===== src/rtl/calc_core.sv =====
// Sequential 32x32 signed shift-add multiplier that streams its result LSB-first.
// Define CALC_CORE_SAT_EN to saturate the 32-bit result instead of wrapping it.
module calc_core #(
  parameter int OUT_BYTES = 4
) (
  input  logic               clk,
  input  logic               rst,
  input  logic               ena,
  input  logic signed [31:0] a0,
  input  logic signed [31:0] a1,
  input  logic               start_calc,
  output logic               core_busy,
  output logic        [31:0] result,
  output logic               result_valid,
  output logic        [7:0]  out_byte,
  output logic               out_strobe
);

  typedef enum logic [2:0] {IDLE, LOAD, MUL, DONE, STREAM} state_t;

  localparam logic [1:0] LAST_BYTE = 2'(OUT_BYTES - 1);

  state_t      state, state_nxt;
  logic        arm;
  logic        sign;
  logic [63:0] acc;
  logic [63:0] mcand;
  logic [31:0] mplier;
  logic [5:0]  cnt;
  logic [1:0]  bidx;
  logic [31:0] res_nxt;
  logic        accept;

  function automatic logic [31:0] mag(input logic [31:0] x);
    return x[31] ? (~x + 32'd1) : x;
  endfunction

  assign accept = (state == IDLE) && start_calc && arm;

  always_comb begin
    state_nxt = state;
    case (state)
      IDLE:    if (accept) state_nxt = LOAD;
      LOAD:    state_nxt = MUL;
      MUL:     if (cnt == 6'd31) state_nxt = DONE;
      DONE:    state_nxt = STREAM;
      STREAM:  if (bidx == LAST_BYTE) state_nxt = IDLE;
      default: state_nxt = IDLE;
    endcase
  end

`ifdef CALC_CORE_SAT_EN
  localparam logic signed [63:0] MAX_POS = 64'sd2147483647;
  localparam logic signed [63:0] MIN_NEG = -64'sd2147483648;
  logic signed [63:0] prod;

  always_comb begin
    prod = sign ? $signed(~acc + 64'd1) : $signed(acc);
    if (prod > MAX_POS)      res_nxt = 32'h7FFF_FFFF;
    else if (prod < MIN_NEG) res_nxt = 32'h8000_0000;
    else                     res_nxt = prod[31:0];
  end
`else
  // Low word of the two's-complement negation only depends on the low word.
  always_comb begin
    res_nxt = sign ? (~acc[31:0] + 32'd1) : acc[31:0];
  end
`endif

  always_ff @(posedge clk or posedge rst) begin
    if (rst) begin
      state        <= IDLE;
      arm          <= 1'b1;
      core_busy    <= 1'b0;
      result       <= '0;
      result_valid <= 1'b0;
      out_byte     <= '0;
      out_strobe   <= 1'b0;
      acc          <= '0;
      mcand        <= '0;
      mplier       <= '0;
      cnt          <= '0;
      sign         <= 1'b0;
      bidx         <= '0;
    end else if (ena) begin
      state        <= state_nxt;
      core_busy    <= (state != IDLE) || accept;
      result_valid <= (state == DONE);
      out_strobe   <= (state == STREAM);
      out_byte     <= (state == STREAM) ? result[{bidx, 3'b000} +: 8] : 8'h00;

      if (accept)           arm <= 1'b0;
      else if (!start_calc) arm <= 1'b1;

      case (state)
        LOAD: begin
          mcand  <= {32'h0, mag(a0)};
          mplier <= mag(a1);
          sign   <= a0[31] ^ a1[31];
          acc    <= '0;
          cnt    <= '0;
        end
        MUL: begin
          if (mplier[0]) acc <= acc + mcand;
          mcand  <= mcand << 1;
          mplier <= mplier >> 1;
          cnt    <= cnt + 6'd1;
        end
        DONE: begin
          result <= res_nxt;
          bidx   <= '0;
        end
        STREAM:  bidx <= bidx + 2'd1;
        default: ;
      endcase
    end
  end

endmodule


===== config.mk =====
export PLATFORM = sky130hd
export DESIGN_NAME = calc_core
export DESIGN_NICKNAME = d
export VERILOG_FILES = /design/src/rtl/calc_core.sv
export SDC_FILE = /design/constraint.sdc
export NUM_CORES = 1
export LEC_CHECK = 0
export ABC_AREA = 1
export ABC_CLOCK_PERIOD_IN_PS = 5650
export CORE_MARGIN = 2
export CORE_UTILIZATION = 50
export DETAILED_ROUTE_END_ITERATION = 8
export PLACE_DENSITY = 0.71
export SLEW_MARGIN = 10
export SYNTH_ARGS = -nofsm -noshare
export SYNTH_HDL_FRONTEND = slang
export SYNTH_SLANG_ARGS = --single-unit

===== constraint.sdc =====
create_clock -name clk -period 5.65 [get_ports clk]
set_input_delay 0.8475 -clock clk [delete_from_list [all_inputs] [get_ports clk]]
set_output_delay 0.8475 -clock clk [all_outputs]
set_load 0.01 [all_outputs]

==> images/m1.png <==
The bar under the picture is 50 µm long.
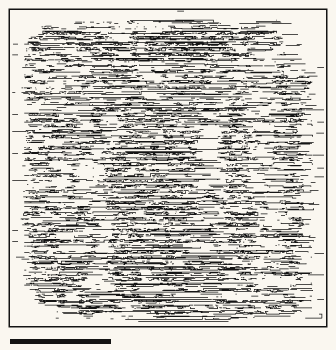
The layer carries 16400 µm of wire. 1893 nets have wire on it.

==> images/m2.png <==
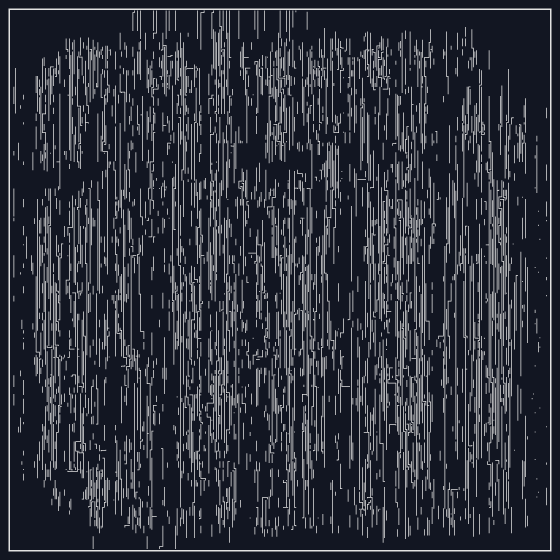
The layer holds 44% of the routed length. The layer carries 14500 µm of wire. The longest straight run is 72.1 µm. 1520 nets have wire on it.

==> flow_metrics.py <==
# Auto-generated metrics
metrics = {
    "status": {
        "status": "finished, final reports clean",
    },
    "synthesis": {
        "simple_gate_share_pct": 38.5,
        "synthMuxAreaShare_pct": 0,
        "topCellsByArea": "dfrtp_1 (32%), nand2_1 (20%), nand3_1 (8.0%)",
        "yosysWarnings": 0,
        "synth-edff-count": 0,
        "ys_cells": 1858,
        "netlist_logic_family_top": "simple AND/OR/NAND/NOR gates",
    },
    "cells_and_area": {
        "antenna_cells": 0,
        "nClkBuffers": 17,
        "logic_gate_count": 1397,
        "flop_area_um2": 3800,
    },
    "power": {
        "seq_power_w": 0.00204,
        "p_per_area_nw_per_um2": 512,
        "power.switching_w": 0.00337,
        "p_leak_nw": 7.22,
    },
    "worst_setup_path": {
        "worstSetupPathType": "input port to flip-flop",
        "crit_path_start": "ena",
        "cp_max_fo": 22,
        "end_kind": "flip-flop",
    },
    "placed_design": {
        "place_hpwl_um": 25400,
    },
    "global_routing": {
        "antenna_found_initial": 0,
        "grt_first_pass_wirelength_um": 54400,
        "globalRouteOverflowTotal": 0,
    },
    "worst_hold_path": {
        "whs_endpoint": "mplier[11]$_DFFE_PP0P_",
    },
    "final_timing": {
        "tightest_slew_ps": 999,
        "hold_violations": 0,
    },
    "route": {
        "ant_nets": 0,
        "vias_per_cell": 5.27,
    },
    "clocking": {
        "cts_tree": "done",
    },
}
worst min-delay path: cells and delay by family, from the launching register on:
family | cells | cell delay (ps)
flip-flops | 1 | 340
AND/OR/NAND/NOR | 2 | 110
per-layer routing:
layer	track usage, %	routed length, µm	up-vias
met4	6.55	432	0
met1	41.5	16400	5426
met3	3.21	1630	33
met5	0	0	-
li1	-	-	6115
met2	43.2	14500	351
stage by stage:
step	util (%)	std cells	hold WS, ps	total power (W)	area (µm²)
5_1_grt	59.6	2264	515	0.00760	13600
3_5_place_dp	56.8	2232	461	0.00567	12900
6_report	59.6	2264	485	0.00695	13600
2_1_floorplan	-	1858	444	0.00458	11700
4_1_cts	59.6	2264	484	0.00693	13600
3_3_place_gp	56.8	2232	460	0.00560	12900
Power figures rest on the tool's default switching activity, not on a simulated workload.
